[src/rtl/ad9467_pkg.sv]
// Shared types and helpers for the AD9467-style DDR byte interface.
package ad9467_pkg;

    localparam int unsigned ADC_BYTE_W   = 8;
    localparam int unsigned ADC_WORD_W   = 16;
    localparam int unsigned CLK_PER_WORD = 4;

    typedef enum logic [2:0] {
        IDLE = 3'd0,
        P0   = 3'd1,
        P1   = 3'd2,
        P2   = 3'd3,
        P3   = 3'd4
    } tx_state_t;

    // odd=0 gathers bits 0,2,..,14; odd=1 gathers bits 1,3,..,15
    function automatic logic [ADC_BYTE_W-1:0] bit_split(
        input logic [ADC_WORD_W-1:0] word,
        input logic                  odd
    );
        logic [ADC_BYTE_W-1:0] b;
        b = '0;
        for (int unsigned i = 0; i < ADC_BYTE_W; i++) begin
            b[i] = odd ? word[2*i+1] : word[2*i];
        end
        return b;
    endfunction

endpackage

[src/rtl/ad9467_ddr_tx_sync_fifo.sv]
// Single-clock FIFO with registered occupancy; pointers wrap modulo DEPTH.
module sync_fifo #(
    parameter int unsigned DEPTH = 4,
    parameter int unsigned WIDTH = 16
) (
    input  logic                       sclk,
    input  logic                       rst_n,
    input  logic                       wr_en,
    input  logic [WIDTH-1:0]           wr_data,
    input  logic                       rd_en,
    output logic [WIDTH-1:0]           rd_data,
    output logic                       full,
    output logic                       empty,
    output logic [$clog2(DEPTH):0]     level
);

    localparam int unsigned AW = $clog2(DEPTH);

    logic [WIDTH-1:0] mem [DEPTH];
    logic [AW-1:0]    wr_ptr;
    logic [AW-1:0]    rd_ptr;

    assign full    = (level == ($clog2(DEPTH)+1)'(DEPTH));
    assign empty   = (level == '0);
    assign rd_data = mem[rd_ptr];

    always_ff @(posedge sclk or negedge rst_n) begin
        if (!rst_n) begin
            wr_ptr <= '0;
            rd_ptr <= '0;
            level  <= '0;
        end else begin
            if (wr_en) wr_ptr <= wr_ptr + 1'b1;
            if (rd_en) rd_ptr <= rd_ptr + 1'b1;
            if (wr_en && !rd_en)      level <= level + 1'b1;
            else if (rd_en && !wr_en) level <= level - 1'b1;
        end
    end

    always_ff @(posedge sclk) begin
        if (wr_en) mem[wr_ptr] <= wr_data;
    end

endmodule

[src/rtl/ad9467_ddr_tx.sv]
// DDR byte transmitter: 16-bit words out as even/odd bytes with a sclk/4 dco strobe.
module ad9467_ddr_tx
    import ad9467_pkg::*;
#(
    parameter int unsigned FIFO_DEPTH = 4,
    parameter logic [15:0] IDLE_WORD  = 16'h0000
) (
    input  logic                          sclk,
    input  logic                          rst_n,
    input  logic                          en,
    input  logic [15:0]                   s_data,
    input  logic                          s_valid,
    output logic                          s_ready,
    input  logic                          underflow_clr,
    output logic [7:0]                    data_out,
    output logic                          dco,
    output logic                          underflow,
    output logic                          busy,
    output logic [$clog2(FIFO_DEPTH):0]   fifo_level
);

    tx_state_t       state_q, state_d;
    logic [15:0]     cur_word;
    logic [15:0]     fifo_head;
    logic [15:0]     fetch_word;
    logic            fifo_full, fifo_empty;
    logic            fetch;
    logic            wr_en, rd_en;
    logic [7:0]      data_d;
    logic            dco_d;

    assign s_ready    = !fifo_full;
    assign wr_en      = s_valid && s_ready;
    assign rd_en      = fetch && !fifo_empty;
    assign fetch_word = fifo_empty ? IDLE_WORD : fifo_head;
    assign busy       = (state_q != IDLE);

    sync_fifo #(
        .DEPTH (FIFO_DEPTH),
        .WIDTH (ADC_WORD_W)
    ) u_fifo (
        .sclk    (sclk),
        .rst_n   (rst_n),
        .wr_en   (wr_en),
        .wr_data (s_data),
        .rd_en   (rd_en),
        .rd_data (fifo_head),
        .full    (fifo_full),
        .empty   (fifo_empty),
        .level   (fifo_level)
    );

    always_ff @(posedge sclk or negedge rst_n) begin
        if (!rst_n) state_q <= IDLE;
        else        state_q <= state_d;
    end

    // Output values are those of the state being entered, so they are valid for its whole cycle.
    always_comb begin
        state_d = state_q;
        fetch   = 1'b0;
        data_d  = data_out;
        dco_d   = dco;
        unique case (state_q)
            IDLE: begin
                data_d = '0;
                dco_d  = 1'b0;
                if (en) begin
                    fetch   = 1'b1;
                    state_d = P0;
                    data_d  = bit_split(fetch_word, 1'b0);
                end
            end
            P0: begin
                state_d = P1;
                dco_d   = 1'b1;
            end
            P1: begin
                state_d = P2;
                data_d  = bit_split(cur_word, 1'b1);
                dco_d   = 1'b1;
            end
            P2: begin
                state_d = P3;
                dco_d   = 1'b0;
            end
            P3: begin
                dco_d = 1'b0;
                if (en) begin
                    fetch   = 1'b1;
                    state_d = P0;
                    data_d  = bit_split(fetch_word, 1'b0);
                end else begin
                    state_d = IDLE;
                    data_d  = '0;
                end
            end
            default: begin
                state_d = IDLE;
                data_d  = '0;
                dco_d   = 1'b0;
            end
        endcase
    end

    always_ff @(posedge sclk or negedge rst_n) begin
        if (!rst_n) begin
            data_out  <= '0;
            dco       <= 1'b0;
            cur_word  <= '0;
            underflow <= 1'b0;
        end else begin
            data_out <= data_d;
            dco      <= dco_d;
            if (fetch) cur_word <= fetch_word;
            if (fetch && (state_q == P3) && fifo_empty) underflow <= 1'b1;
            else if (underflow_clr)                     underflow <= 1'b0;
        end
    end

endmodule

[config.mk]
export PLATFORM = sky130hd
export DESIGN_NAME = ad9467_ddr_tx
export DESIGN_NICKNAME = d
export VERILOG_FILES = /design/src/rtl/ad9467_pkg.sv /design/src/rtl/ad9467_ddr_tx_sync_fifo.sv /design/src/rtl/ad9467_ddr_tx.sv
export SDC_FILE = /design/constraint.sdc
export NUM_CORES = 1
export LEC_CHECK = 0
export CORE_ASPECT_RATIO = 0.7
export CORE_MARGIN = 3
export CORE_UTILIZATION = 45
export CTS_BUF_LIST = sky130_fd_sc_hd__clkbuf_16
export DETAILED_ROUTE_END_ITERATION = 12
export HOLD_SLACK_MARGIN = 0.06
export PLACE_DENSITY = 0.65
export SYNTH_ARGS = -nofsm -noshare
export SYNTH_HDL_FRONTEND = slang
export SYNTH_SLANG_ARGS = --single-unit
[constraint.sdc]
create_clock -name sclk -period 2.7 [get_ports sclk]
set_input_delay 0.54 -clock sclk [delete_from_list [all_inputs] [get_ports sclk]]
set_output_delay 0.54 -clock sclk [all_outputs]
set_load 0.01 [all_outputs]
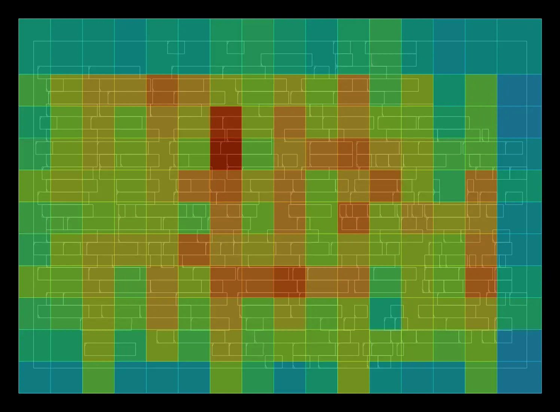
run_1/congestion.png
Top Usage Layer GRT: met2
final core occ: 0.586
Global Route met2 Usage: 0.229
met1 Usage GRT: 0.197
met3 Usage GRT: 0.0573

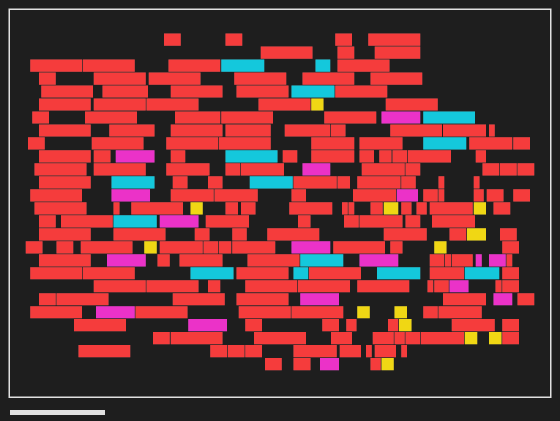
run_1/sizes.png
The bar under the picture is 20 um long.
[red] _0 and _1 cells | cells: 191
[yellow] _3 and _4 cells | cells: 13
[magenta] _2 cells | cells: 17
[cyan] _6 and larger | cells: 14

==> impl_metrics.tcl, run 1 <==
# yosys + openroad results
set metrics [dict create \
    async_flop_share 0.304 \
    io_pins 36 \
    slew_violations 0 \
    simple_gate_area_frac 0.0363 \
    clk_pin_slew_ps 60 \
    r2r_slack_ps 600 \
    holdBufCountCts 0 \
    crit_path_end_kind "register" \
    grt_usage 0.147 \
    synth.avg_cell_area_um2 20.0 \
    cp_num_buf_inv 3 \
    pwr-share-clk 0.270 \
    antenna_found_initial 0 \
    arrival_ps 2510 \
    finalNetCount 257 \
    cp_top_family "adder cells" \
    fmax_mhz 437 \
    edf_count 64 \
    drtPass1Iterations 4 \
    ir_drop_mv 0.505 \
    slew_headroom 0.497 \
    worstMarginPinSlew_ps 754 \
    finalClockSkew_ps 7.84 \
    muxShareOfSynthArea 0.112 \
    cts_setup_buffers 0 \
    htree_levels 3 \
    ys_seq_share 0.725 \
    design_area_um2 4420 \
    cts_tree "done" \
    via_count 1748 \
    cts_buffers 9 \
    routed_wl_um 6030 \
    status "finished, final reports clean" \
    grt_pass1_vias 1850 \
    clock.latency.late_pin_ps 330 \
    max_stage_delay_ps 460 \
    synthAoiAreaFrac 0.0602 \
    drive_gt1_frac 0.187 \
    worst_path_max_delay_cell "clkdlybuf4s50_1" \
    gp_congestion 0.709 \
    chipArea_um2 9160 \
    fp.dieH_um 81 \
    fp.dieW_um 113 \
    r2r_end "u_fifo.level[1]" \
    num_antenna_cells 0 \
    nFillCells 595 \
    synth_area_um2 3620 \
    xor_share 0.0190 \
    synth_warnings 0 \
    cap_viol_max_count 0 \
    hold_depth 1 \
    hp-class "reg -> reg" \
    adder_share 0.0228 \
]
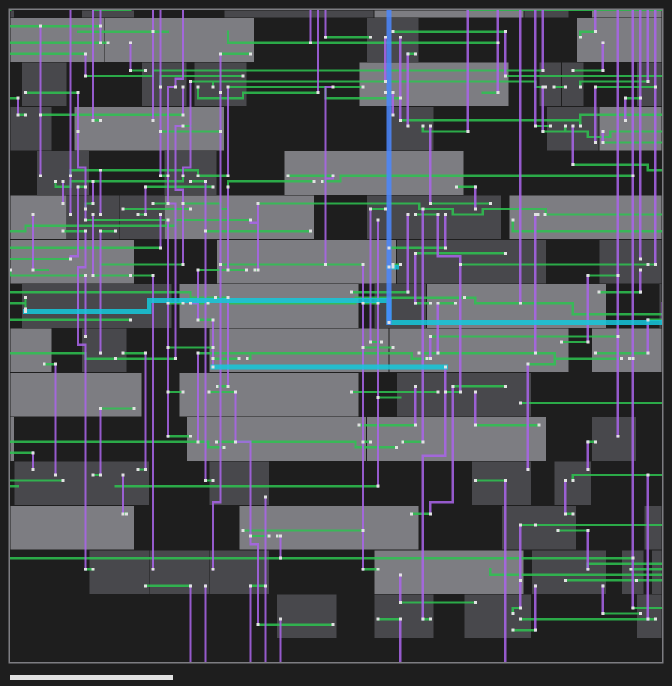
run_1/detail.png
The bar under the picture is 10 um long. Region (37, 4) to (77, 44) um. Cells in gray, sequential cells in the stronger gray; small squares are vias.
[cyan] metal 3
[blue] metal 4
[green] metal 1
[purple] metal 2
netlist names of flops here include: u_fifo.mem (13), data_out (4), cur_word (2)
most frequent: edfxtp_1 (13), dfrtp_1 (8), clkdlybuf4s50_1 (7)
cells with their middle in the window: 55
sequential cells in the window: 21

-- run 1: placed cells by master, fill, tap and decap left out --
master           synthesis  layout
mux4_1                   6       6
a21o_1                   8       8
nor3b_2                  1       1
o22ai_1                  1       1
and2_1                   5       5
inv_2                    1       1
mux4_2                  10      10
clkdlybuf4s50_1          0      35
or3_1                    1       1
dfrtp_1                 28      28
nor3_2                   1       1
xor2_2                   1       1
nor2b_1                  1       1
a21boi_2                 1       1
edfxtp_1                64      64
bufinv_16                0       2
nor2_1                   4       4
xor2_1                   3       3
mux2_2                   2       2
clkinvlp_4               0       1
nor3b_1                  1       1
inv_1                    5       6
a22o_1                  16      16
ha_1                     5       5
nor2_8                   1       1
nand2_1                  3       3
inv_6                    0       2
xnor2_1                  3       3
clkbuf_16                0       9
buf_4                    0      10
or3b_4                   1       1
fa_1                     1       1
clkinv_4                 0       1
-- run 1: synthesized netlist by cell type (2+ instances only) --
cell type  number  area share
dfrtp_1        28        0.19
nor2_1          4      0.0042
xnor2_1         3      0.0073
a21o_1          8       0.017
mux4_1          6       0.044
xor2_1          3      0.0073
and2_1          5      0.0087
ha_1            5       0.017
mux4_2         10       0.062
buf_2           3      0.0042
inv_1           5      0.0052
nand2_1         3      0.0031
edfxtp_1       64        0.53
a22o_1         16       0.039
mux2_2          2      0.0062
-- run 1: layout make-up --
class	count	area (um2)	area share
clock inverters	7	97.6	0.0221
flip-flops and latches	92	2620	0.593
well taps	98	123	0.0277
clock buffers	9	225	0.0509
repair buffers	45	425	0.0962
multi-input cells	76	906	0.205
inverters	6	22.5	0.00509
-- run 1: per-stage QoR --
stage	hold WS (ps)	instances	util	total power, mW	worst slack [ps]
after floorplan	244	181	-	3.14	389
after global placement	501	317	0.543	3.61	80.5
after detailed placement	496	317	0.543	3.64	64.0
after CTS	515	333	0.586	4.98	409
after global routing	551	333	0.586	5.19	334
final	511	333	0.586	4.90	410
-- run 1: flip-flops by register name, summed over array words and instances, names as in the netlist --
signal         count
dco                1
data_out           8
u_fifo.mem        64
underflow          1
state_q            3
u_fifo.wr_ptr      2
u_fifo.level       3
u_fifo.rd_ptr      2
cur_word           8
-- run 1: routing by layer --
layer	track usage	part of all wire
met3	0.0573	0.047
met2	0.229	0.46
met1	0.197	0.48
met4	0.0396	0.0075
met5	0	0
-- run 1: how the worst max path moves through the flow --
stage / start / endpoint / slack (ps) / depth (start not counted)
2_1_floorplan: en / u_fifo.level[1] / 390 / 8
3_3_place_gp: en / u_fifo.level[1] / 80 / 8
3_5_place_dp: en / u_fifo.level[1] / 60 / 8
4_1_cts: en / u_fifo.level[1] / 410 / 8
5_1_grt: en / u_fifo.level[1] / 330 / 8
6_report: en / u_fifo.level[1] / 410 / 8
-- run 1: power groups by stage --
stage	combinational, mW	clock, mW	sequential, mW
3_3_place_gp	1.39	0	2.22
2_1_floorplan	1.03	0	2.12
5_1_grt	1.53	1.41	2.25
4_1_cts	1.42	1.36	2.20
6_report	1.39	1.32	2.19
3_5_place_dp	1.42	0	2.23
==> run 1 -> run 2 <==
clock period = 2.3 ns   (was 2.7 ns; I/O delays follow)
==> run 2 against run 1 <==
Against the previous run:
- routed wire length grew 2.1%
- critical path type unchanged
- clock-buffer cell count unchanged
- register-to-register slack got worse by 370 ps
- non-clock buffer count is 2 higher
- area after synthesis stayed put
- combinational power up 32%
- via count grew 1.4%
- core utilization grew 0.30 points
==> impl_metrics.tcl, run 2 <==
# yosys + openroad results
set metrics [dict create \
    gr-total-overflow 0 \
    arrival_ps 2410 \
    top_area_frac 0.531 \
    clock.latency.late_pin_ps 330 \
    io_pins 36 \
    power_density_nw_per_um2 1260 \
    synth.avg_cell_area_um2 20.0 \
    fp_nets 208 \
    final_antenna_net_count 0 \
    cap_viol_max_count 0 \
    yosysTopAreaCell "edfxtp_1" \
    synthTopCellsByArea "edfxtp_1 (53%), dfrtp_1 (19%), mux4_2 (6.2%)" \
    cts_buffers 9 \
    ys_cells 181 \
    fp.dieW_um 113 \
    grt_pass1_vias 1817 \
    via_count 1772 \
    layout_top_cell "edfxtp_1" \
    slew_headroom 0.553 \
    clk_pin_slew_ps 60 \
    numClockSinks 92 \
    p_leak_nw 1.70 \
    ir_drop_mv 0.691 \
    finalClockSkew_ps 8.15 \
    synth_area_um2 3620 \
    gp_congestion 0.718 \
    worstPathMaxFanout 2 \
    async_flop_share 0.304 \
    edf_count 64 \
    fmax_mhz 455 \
    htree_levels 3 \
    routed_wl_um 6160 \
    synth_flops 92 \
    finalSetupViolCount 0 \
    chipArea_um2 9160 \
    hold_violations 0 \
    reg_top3 "u_fifo.mem x64, cur_word x8, data_out x8" \
    drtPass1Iterations 5 \
    place_worst_setup_slack_ps -234 \
    nFillCells 587 \
    cts_setup_buffers 0 \
    slew_violations 0 \
    postSynthCellCount 181 \
    crit_path_end_kind "register" \
    cts_resized 0 \
    finalNetCount 259 \
    num_antenna_cells 0 \
    holdBufCountCts 0 \
    worstMarginPinSlew_ps 670 \
    layout_top_cells "edfxtp_1 (64), clkdlybuf4s50_1 (35), dfrtp_1 (28), a22o_1 (16), mux4_2 (10)" \
    antenna_found_initial 0 \
    largest_reg_flops 64 \
    most_common_cell "edfxtp_1" \
    clock_path_buffers 2 \
    drive_gt1_frac 0.186 \
    ys_seq_share 0.725 \
    fp.dieH_um 81 \
    synth.cells.most_frequent "edfxtp_1 (64), dfrtp_1 (28), a22o_1 (16)" \
    setup_slack_ps 100 \
    synth_warnings 0 \
    hp-class "in -> async" \
    top_register "u_fifo.mem" \
    port_buffers 35 \
    yosys_most_used_dff "edfxtp_1" \
    via_per_inst 5.29 \
    place_hpwl_um 3860 \
    status "finished, final reports clean" \
    timing.final.crit_period_ps 2200 \
    cts_tree "done" \
]
==> run 2: cell types whose count changed in the layout (fill, tap and decap cells not counted), sizes merged <==
cell / change
inv: -1
clkinv: +4
bufinv: -2
clkinvlp: -1
buf: +2
==> run 2: logic make-up after synthesis <==
kind of cell,count (synthesis),share of synthesized area
and+or+nand+nor,19,0.0363
adders and majority gates,6,0.0228
DFF,92,0.725
muxes,18,0.112
AOI/OAI and AO/OA,26,0.0602
buffers and inverters,13,0.0242
xor gates and xnor gates,7,0.0190
==> run 2: worst paths after layout <==
path                               from          endpoint  slack (ps)
min reg2reg                cur_word[13]      cur_word[13]         520
max                                  en   u_fifo.level[1]         100
max in group asynchronous         rst_n  u_fifo.wr_ptr[1]        1500
max reg2reg                  state_q[0]   u_fifo.level[1]         230
min in group sclk          cur_word[13]      cur_word[13]         520
min                               rst_n   u_fifo.level[0]         520
==> run 2: final cells by class <==
type / count / area, um2 / area share
Sequential cell: 92 / 2620 / 0.590
Multi-Input combinational cell: 76 / 906 / 0.204
Timing Repair Buffer: 47 / 503 / 0.113
Clock buffer: 9 / 225 / 0.0507
Tap cell: 98 / 123 / 0.0276
Clock inverter: 7 / 42.5 / 0.00957
Inverter: 6 / 22.5 / 0.00507
==> run 2: critical path, stage by stage <==
cell and delay, ps:
clkdlybuf4s50_1 460, or3b_4 410, nor2_8 120, inv_2 30, ha_1 190, inv_1 70, fa_1 400, mux2_2 260
==> run 2: power breakdown <==
group	total [mW]	switching [mW]	internal, mW
sequential	2.49	0.244	2.25
clock	1.29	0.569	0.725
combinational	1.83	0.835	0.999
==> run 2: metrics by stage <==
stage	utilization	area (um2)	total power, mW	cells	hold WS, ps
after floorplan	-	3620	3.69	181	164
after global placement	0.553	4180	4.35	319	494
after detailed placement	0.553	4180	4.39	319	495
after CTS	0.589	4440	5.69	335	508
after global routing	0.589	4440	5.95	335	542
final	0.589	4440	5.62	335	516
==> run 2: routing by layer <==
metal / vias to the layer above / track usage / part of all wire
met3: 7 / 0.0566 / 0.065
met5: - / 0 / 0
met1: 898 / 0.204 / 0.46
met2: 48 / 0.229 / 0.46
li1: 819 / - / -
met4: 0 / 0.0432 / 0.013
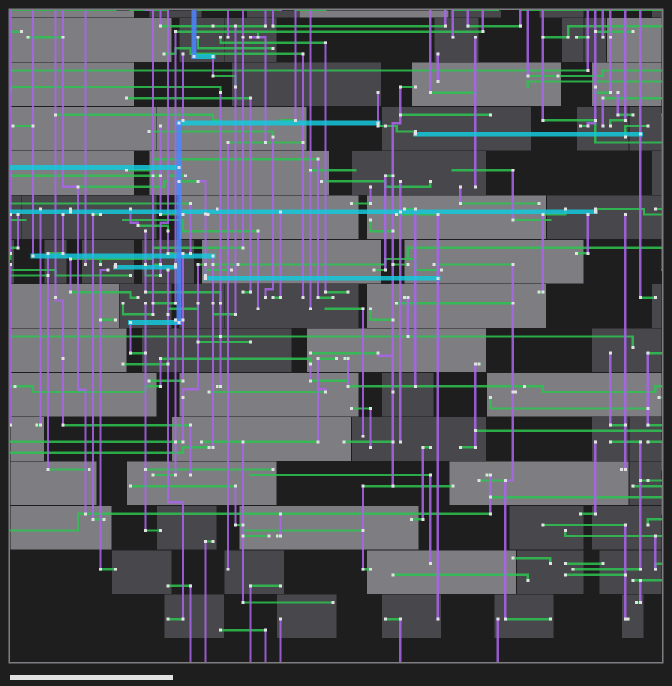
run_2/detail.png
The bar under the picture is 10 um long. Region (37, 4) to (77, 44) um. Cells in gray, sequential cells in the stronger gray; small squares are vias.
[green] metal 1
[cyan] metal 3
[blue] metal 4
[purple] metal 2
cells with their middle in the window: 60
most frequent: edfxtp_1 (18), clkdlybuf4s50_1 (7), dfrtp_1 (6)
sequential cells in the window: 24
netlist names of flops here include: u_fifo.mem (18), data_out (5)

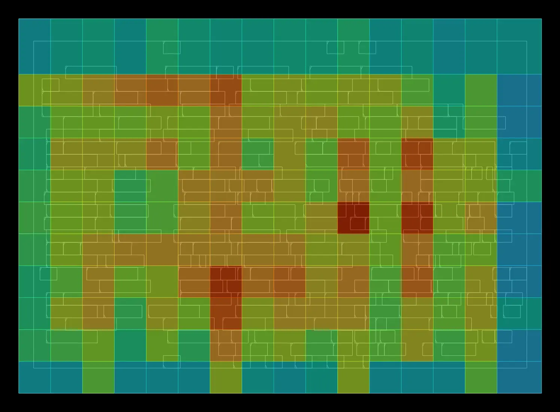
run_2/congestion.png
All-Layer GR Usage: 0.150
met1 Usage GRT: 0.204
Routed WL per cell: 18.4 um

==> run 2 -> run 3 <==
GPL_ROUTABILITY_DRIVEN = 0   (was unset)
SETUP_SLACK_MARGIN = 0.02   (was unset)
SYNTH_HIERARCHICAL = 1   (was unset)
==> run 3 against run 2 <==
Against the previous run:
- maximum frequency rose by 4.1%
- design area rose by 0.39%
- routed wire length is 1.1% higher
- clock skew decreased by 1.5 ps
- global-route usage rose by 0.081 points
- worst hold slack lost 9.9 ps
- total power about the same
- register-to-register slack better by 60 ps
- die size grew 0.45%
==> impl_metrics.tcl, run 3 <==
# yosys + openroad results
set metrics [dict create \
    worst_path_max_delay_cell "clkdlybuf4s50_1" \
    io_pins 36 \
    nFillCells 593 \
    layout_top_cells "edfxtp_1 (64), clkdlybuf4s50_1 (34), dfrtp_1 (28), and3b_1 (9), clkbuf_16 (9)" \
    synth_chip_area_um2 3630 \
    cap_viol_max_count 0 \
    xor_share 0.0145 \
    muxShareOfSynthArea 0.111 \
    htree_levels 3 \
    slew_headroom 0.590 \
    synth.cells.most_frequent "edfxtp_1 (64), dfrtp_1 (28), and3b_1 (9)" \
    timing.final.crit_period_ps 2110 \
    simple_gate_area_frac 0.0554 \
    top_area_frac 0.529 \
    path_cells "nor3b_1, inv_1, clkdlybuf4s50_1" \
    hold_violations 0 \
    worstMarginPinSlew_ps 612 \
    cts_tree "done" \
    drive_gt1_frac 0.165 \
    slew_violations 0 \
    clock.latency.late_pin_ps 340 \
    arrival_ps 1650 \
    dp.cells 318 \
    ys_cells 182 \
    numClockSinks 92 \
    antenna_found_initial 0 \
    fp.dieH_um 81.2 \
    via_per_inst 5.26 \
    clk_pin_slew_ps 70 \
    adder_share 0.0227 \
    synthTopCellsByArea "edfxtp_1 (53%), dfrtp_1 (19%), mux4_1 (5.8%)" \
    chipArea_um2 9210 \
    grt_pass1_vias 1840 \
    synth_area_um2 3630 \
    final_antenna_net_count 0 \
    power_density_nw_per_um2 1260 \
    port_buffers 35 \
    edf_count 64 \
    grt_max_degree 29 \
    async_flop_share 0.304 \
    drtPass1Iterations 4 \
    most_common_cell "edfxtp_1" \
    reg_top3 "u_fifo/mem x64, cur_word x8, data_out x8" \
    synth.avg_cell_area_um2 20.0 \
    routed_wl_um 6220 \
    postSynthCellCount 182 \
    finalClockSkew_ps 6.68 \
    synth_flops 92 \
    yosys_most_used_dff "edfxtp_1" \
    crit_path_end_kind "output port" \
    ir_drop_mv 0.737 \
    power_mw 5.62 \
    top_register "u_fifo/mem" \
    fp.dieW_um 113 \
    ys_seq_share 0.722 \
    cp.required_ps 1840 \
    via_count 1758 \
    cts_buffers 9 \
    worstPathMaxFanout 5 \
    syn2layout_area_growth_pct 22.8 \
    layout_top_cell "edfxtp_1" \
    cts_setup_buffers 0 \
    status "finished, final reports clean" \
    synth_warnings 6 \
    hp-class "in -> async" \
    rsz0062_at_grt "no" \
    max_stage_delay_ps 480 \
    synthAoiAreaFrac 0.0486 \
    num_antenna_cells 0 \
    fp_nets 209 \
    top_logic_kind "multiplexers" \
    layout.cells.non_filler 334 \
    yosysTopAreaCell "edfxtp_1" \
    finalSetupViolCount 0 \
    finalNetCount 258 \
    p_leak_nw 1.68 \
    clock_path_buffers 2 \
    gr-total-overflow 0 \
    fmax_mhz 473 \
]
## run 3: cell count changes in the layout (fill, tap and decap cells not counted), moves of 2 or more
cell        before  now
clkinv_4         2    0
a21o_1           8    0
nor2_1           4    1
and3b_1          0    9
inv_6            1    3
mux4_1           6    8
a221o_1          0    8
nand2b_1         0    2
clkinvlp_4       0    2
a21oi_1          0    2
inv_8            0    2
clkinv_1         2    0
a22o_1          16    8
mux4_2          10    8
## run 3: power by group
| group | switching [mW] | leakage, nW | internal (mW) |
|---|---|---|---|
| logic | 0.828 | 0.600 | 0.942 |
| registers | 0.211 | 0.938 | 2.24 |
| clock network | 0.644 | 0.137 | 0.758 |
## run 3: cell families after synthesis
family,Yosys count
AND-OR/OR-AND,21
XOR/XNOR,6
adder cells (fa/ha/maj),6
buffers and inverters,14
flip-flops,92
multiplexers,17
AND/OR/NAND/NOR,26
## run 3: layout make-up
class	instances	area (um2)	area share
Multi-Input combinational cell	76	920	0.206
Clock buffer	9	225	0.0505
Tap cell	98	123	0.0275
Timing Repair Buffer	46	485	0.109
Inverter	6	22.5	0.00505
Clock inverter	7	63.8	0.0143
Sequential cell	92	2620	0.588
## run 3: timing repair
action / CTS / global route
endpoints found under the setup margin: 0 / 2
endpoints found under the hold margin: 0 / 0
resized: 0 / 2
## run 3: worst max-delay path, delay by kind of cell (launching register included)
family / cells / cell delay (ps)
buf+inv: 2 / 540
flops: 1 / 460
simple gates: 1 / 320
## run 3: layer usage
metal  GRT usage  up-vias  wire length [um]
met5           0        -                 0
met4      0.0360        0                65
met3      0.0551        6               305
met2       0.234       39              2900
met1       0.206      883              2950
li1            -      830                 -
## run 3: path summary, 6_finish.rpt
check | cells after the start | from | end | slack (ps)
max | 3 | u_fifo/level[0] | s_ready | 190
min | 2 | rst_n | u_fifo/wr_ptr[0] | 510
max reg2reg | 9 | u_fifo/level[0] | u_fifo/level[2] | 290
min reg2reg | 1 | cur_word[15] | cur_word[15] | 510
max in group asynchronous | 2 | rst_n | data_out[7] | 1510
min in group sclk | 1 | cur_word[15] | cur_word[15] | 510
## run 3: per-stage QoR
step                      hold WS [ps]  area (um2)  setup WS, ps  utilization
after floorplan                    164        3630          74.2            -
after global placement             489        4170          39.7        0.550
after detailed placement           493        4170          15.0        0.550
after CTS                          509        4450          63.9        0.588
after global routing               524        4460          69.6        0.589
final                              506        4460           187        0.589
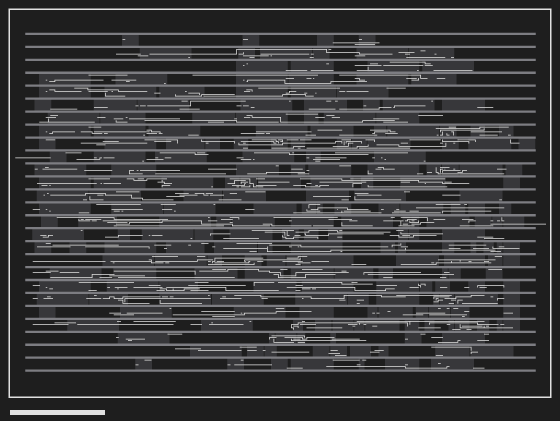
run_3/layer_met1.png
The bar under the picture is 20 um long. Supply wires on this layer in gray.
share of all routed wire: 47%
wire length on this layer: 2950 um

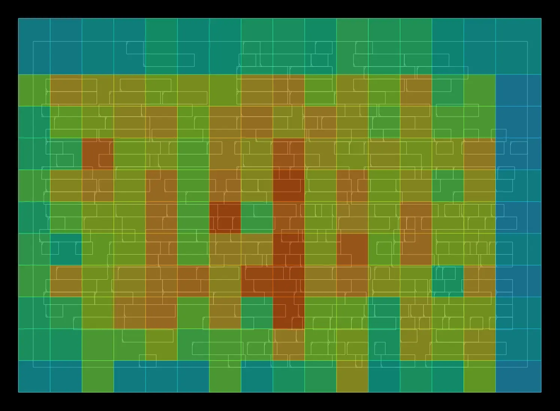
run_3/congestion.png
Routed WL per cell: 18.6 um
met3 Usage GRT: 0.0551
All-Layer GR Usage: 0.151

No activity file was given, so power comes from the tool's default toggle rates.
